Figure 1. Met1 routing.
The bar under the picture is 20 um long. Cells faint in the background.
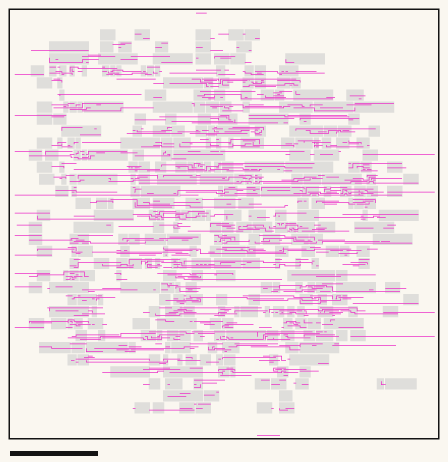
Figure 2. Signal wires on met2.
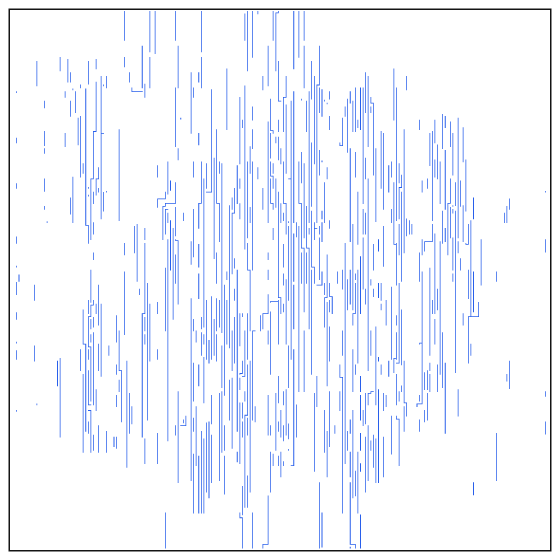
===== src/rtl/led_seq_reader.sv =====
// LED sequence player: fetches {hold count, pattern} entries from a register file and shows each.
// Optional build macro LED_SEQ_READER_LOOP_EN repeats the sequence instead of ending with done.
module led_seq_reader #(
    parameter int unsigned LAST_INDEX = 7
) (
    input  logic        clk,
    input  logic        rst_n,
    input  logic        start,
    input  logic        stop,
    output logic [2:0]  ra,
    input  logic [31:0] rd,
    output logic [7:0]  leds,
    output logic        busy,
    output logic        done,
    output logic [2:0]  idx
);

    localparam logic [2:0] LastIdx = 3'(LAST_INDEX);

    typedef enum logic [1:0] {StIdle, StFetch, StHold} state_e;

    state_e      state_q, state_d;
    logic [2:0]  idx_q, idx_d;
    logic [7:0]  leds_q, leds_d;
    logic [23:0] count_q, count_d;
    logic        done_q, done_d;

    always_ff @(posedge clk or negedge rst_n) begin
        if (!rst_n) begin
            state_q <= StIdle;
            idx_q   <= 3'd0;
            leds_q  <= 8'd0;
            count_q <= 24'd0;
            done_q  <= 1'b0;
        end else begin
            state_q <= state_d;
            idx_q   <= idx_d;
            leds_q  <= leds_d;
            count_q <= count_d;
            done_q  <= done_d;
        end
    end

    always_comb begin
        state_d = state_q;
        idx_d   = idx_q;
        leds_d  = leds_q;
        count_d = count_q;
        done_d  = 1'b0;
        if (stop) begin
            // Abort wins over start and over a coinciding end-of-sequence.
            state_d = StIdle;
            idx_d   = 3'd0;
            leds_d  = 8'd0;
            count_d = 24'd0;
        end else begin
            unique case (state_q)
                StIdle: begin
                    idx_d = 3'd0;
                    if (start) begin
                        state_d = StFetch;
                    end
                end
                StFetch: begin
                    leds_d  = rd[7:0];
                    count_d = (rd[31:8] == 24'd0) ? 24'd1 : rd[31:8];
                    state_d = StHold;
                end
                StHold: begin
                    if (count_q <= 24'd1) begin
                        count_d = 24'd0;
                        if (idx_q == LastIdx) begin
`ifdef LED_SEQ_READER_LOOP_EN
                            idx_d   = 3'd0;
                            state_d = StFetch;
`else
                            idx_d   = 3'd0;
                            state_d = StIdle;
                            done_d  = 1'b1;
`endif
                        end else begin
                            idx_d   = idx_q + 3'd1;
                            state_d = StFetch;
                        end
                    end else begin
                        count_d = count_q - 24'd1;
                    end
                end
                default: begin
                    state_d = StIdle;
                    idx_d   = 3'd0;
                end
            endcase
        end
    end

    assign ra   = idx_q;
    assign idx  = idx_q;
    assign leds = leds_q;
    assign busy = (state_q != StIdle);
    assign done = done_q;

endmodule


===== config.mk =====
export PLATFORM = sky130hd
export DESIGN_NAME = led_seq_reader
export DESIGN_NICKNAME = d
export VERILOG_FILES = /design/src/rtl/led_seq_reader.sv
export SDC_FILE = /design/constraint.sdc
export NUM_CORES = 1
export LEC_CHECK = 0
export CAP_MARGIN = 0
export CORE_MARGIN = 4
export CORE_UTILIZATION = 30
export DETAILED_ROUTE_END_ITERATION = 10
export PLACE_DENSITY_LB_ADDON = 0.08
export SETUP_SLACK_MARGIN = 0.4
export SYNTH_ARGS = -nofsm -noshare
export SYNTH_HDL_FRONTEND = slang
export SYNTH_SLANG_ARGS = --single-unit

===== constraint.sdc =====
create_clock -name clk -period 2.2 [get_ports clk]
set_input_delay 0.44 -clock clk [delete_from_list [all_inputs] [get_ports clk]]
set_output_delay 0.44 -clock clk [all_outputs]
set_load 0.05 [all_outputs]

==> results.py <==
# Metrics from the implementation run
metrics = {
    "yosys": {
        "syn_avg_cell_area_um2": 8.914,
        "synth_warnings": 0,
        "synth_top_flop_cell": "dfrtp_1",
        "synth-edff-count": 0,
        "synthArstFlopShare": 1.000,
        "netlist_top_cells_area": "dfrtp_1 40%, nand2_1 4.9%, a21oi_1 4.4%",
        "yosysTopAreaCellShare": 0.4025,
        "netlist.top_cell.by_area": "dfrtp_1",
        "synthesis.instances": 265,
        "synth_cell_type_count": 49,
        "synth_stat.cells": 265,
        "synthesis_stage_register_bit_count": 38,
        "seq_share_synth": 0.4025,
        "syn_nets": 305,
        "mappedNetlistArea_um2": 2362,
    },
    "clock_tree": {
        "clk-insertion-delay-late_ns": 0.30,
        "worst_setup_hold_path_clk_slew_ns": 0.09,
        "cts.hold.buffers_added": 0,
        "tritoncts": "done",
        "htreeDepth": 2,
        "cts_root_buffer": "clkbuf_8",
        "cts_sinks": 38,
        "cts-root-to-sink-buffers": 2,
    },
    "grt": {
        "gr-usage-all-layers": 0.1717,
        "pin_count_of_the_biggest_net_entering_global_routing": 39,
        "number_of_global_route_vias_before_repair": 2501,
        "overflow": 0,
        "wire_length_of_the_first_global_routing_pass_um": 13040,
        "grt_antenna_before_repair": 0,
    },
    "pwr": {
        "pwr-share-comb": 0.494,
        "netSwitchingPower_w": 0.001078,
        "clock_power_share": 0.242,
        "power.share.switching": 0.3476,
        "power.sequential.fraction": 0.264,
        "p_leak_nw": 1.634,
        "irDropWorstVdd_mv": 0.3601,
    },
    "setup_path": {
        "timing.critical_path.from_type": "register",
        "worst_setup_sp": "count_q[1]$_DFFE_PN0P_",
        "worstSetupPathType": "register to register",
        "critPathArrivalTime_ns": 2.29,
        "end_kind": "register",
        "timing.critical_path.required_ns": 2.38,
        "cell_depth_of_the_worst_flop_to_flop_path": 6,
        "critical_path.reg2reg.startpoint": "count_q[1]$_DFFE_PN0P_",
    },
    "floorplan": {
        "fp-utilization": 0.3073,
        "chip_area_um2": 9358,
        "core_area_um2": 7687,
        "floorplan.die.width_um": 96.74,
        "die-height_um": 96.74,
        "rows": 32,
    },
    "routing": {
        "totalWireLength_um": 7801,
        "first_pass_iters": 5,
        "detail-route-antenna-nets": 0,
        "num_vias": 2411,
        "drt_iter0_markers": 85,
        "number_of_drc_violations_after_detailed_routing": 0,
        "avgRoutedWirePerCell_um": 16.78,
    },
    "sta": {
        "count_of_final_setup_violators": 0,
        "layout_min_cycle_time_ns": 2.108,
        "max_freq_mhz": 474.4,
        "final.setup.worst_slack_ns": 0.09189,
        "hold_viol_final": 0,
        "timing.setup.tns_ns": 0,
        "worst_clock_skew_ns": 0.009970,
        "fin_crit_sh": 0.9582,
        "final_max_slew_viol_count": 0,
        "unrepaired_setup_endpoints_after_global_routing": "true",
        "worstMarginPinSlew_ns": 0.7997,
    },
    "final_layout": {
        "lay_top_count": "buf_4",
        "finalNonFillerCells": 465,
        "area_growth_syn_to_layout_pct": 59.80,
        "drive_above_1_share": 0.3444,
        "num-nets-final": 402,
        "finalCoreUtilization": 0.4910,
        "final_layout_top_logic_cells": "48 x buf_4, 37 x dfrtp_1, 34 x clkdlybuf4s50_1",
    },
    "placement": {
        "place.detailed.hpwl_um": 5256,
        "place_congestion": 0.8535,
        "dp_worst_setup_slack_ns": 0.03440,
        "dpl.cell_count": 434,
    },
    "run_status": {
        "outcome": "completed",
    },
    "job": {
        "warnings": 30,
        "maxCapViolations": 0,
    },
}
-- Figure 1 (at the start) --
share of all routed wire: 47%
nets with wire on the layer: 367
wire length on this layer: 3,670 um

-- Figure 2 (at the start) --
nets with wire on the layer: 335
main direction: vertical
wire length on this layer: 3,740 um

## power groups by stage
| stage | Clock (W) | Sequential [W] | Combinational, W |
|---|---|---|---|
| floorplan | 0 | 0.000872 | 0.000768 |
| global placement | 0 | 0.000830 | 0.00118 |
| detailed placement | 0 | 0.000831 | 0.00118 |
| CTS | 0.000769 | 0.000816 | 0.00142 |
| global route | 0.000795 | 0.000827 | 0.00167 |
| finish | 0.000751 | 0.000817 | 0.00153 |
## timing repair
| item | 4_1_cts | 5_1_grt |
|---|---|---|
| gates cloned | 2 | 0 |
| pin swaps | 16 | 11 |
| resized | 42 | 22 |
| setup buffers | 18 | 3 |
| setup endpoints to repair | 46 | 33 |
## cell usage after synthesis (2+ instances only)
master    instances
a211oi_1          2
a21o_1            2
a21oi_1          21
a221o_1           2
a22o_1            2
a22oi_1          12
a31o_2            3
a31oi_1           4
buf_2             3
buf_4             3
clkbuf_1         13
dfrtp_1          38
ha_1              4
inv_1             4
mux2_2            2
mux2i_1           3
nand2_1          31
nand2b_1          4
nand3_1           3
nor2_1           14
nor2b_1           2
nor3_1           11
nor4_1           10
nor4_4            3
o21ai_0          12
o21ai_1           2
o22ai_1           9
o31ai_1           2
or2_2             3
or3_1             6
or4_1             5
or4_4             2
xnor2_1           8
xor2_1            5
## path summary, 6_finish.rpt
path / end / slack [ns]
setup / recovery: count_q[13]$_DFFE_PN0P_ / 0.09
hold / removal: count_q[2]$_DFFE_PN0P_ / 0.1
setup reg to reg: count_q[13]$_DFFE_PN0P_ / 0.09
hold reg to reg: leds[2]$_DFFE_PN0P_ / 0.52
max in group asynchronous: count_q[12]$_DFFE_PN0P_ / 1.90
min in group clk: leds[2]$_DFFE_PN0P_ / 0.52
## worst max-delay path, stage by stage, from the launching register on
cell and delay, ns:
dfrtp_1 0.41, buf_6 0.13, or4_4 0.43, or3_4 0.46
or3_4 0.34, xor2_1 0.15, o21ai_1 0.07
## kinds of logic after synthesis
kind of cell | synth area share
XOR/XNOR | 0.04820
multiplexers | 0.02225
AND/OR/NAND/NOR | 0.2410
flip-flops | 0.4025
AND-OR/OR-AND | 0.2135
buffers and inverters | 0.05137
adder cells (fa/ha/maj) | 0.02119
## per-stage QoR
stage          hold WS [ns]  total power, W  area, um2
2_1_floorplan        0.1444        0.001640       2441
3_3_place_gp         0.4297        0.002009       3243
3_5_place_dp         0.4315        0.002011       3243
4_1_cts              0.1048        0.003006       3664
5_1_grt              0.1111        0.003288       3775
6_report            0.09585        0.003100       3775
## sequential cells by signal, indices dropped and copies added, names as in the netlist
name	cells
idx	3
leds	8
count_q	24
done	1
state_q	2
## cell type report
cell class              instances  area, um2
multi-input cells             201       1498
clock inverters                 2      60.06
repair buffers                112       1040
clock buffers                   6      82.58
fillers                       764       3913
inverters                       4      15.01
flip-flops and latches         38      952.2
well taps                     102      127.6
## layer usage
| metal | vias to the layer above | share of wire | global-route usage |
|---|---|---|---|
| met1 | 1159 | 0.47 | 0.2370 |
| met4 | 0 | 0.016 | 0.04752 |
| met2 | 67 | 0.48 | 0.2771 |
| li1 | 1177 | - | - |
| met3 | 8 | 0.035 | 0.03028 |
| met5 | - | 0 | 0 |
Power is estimated from default activity; no workload was simulated.
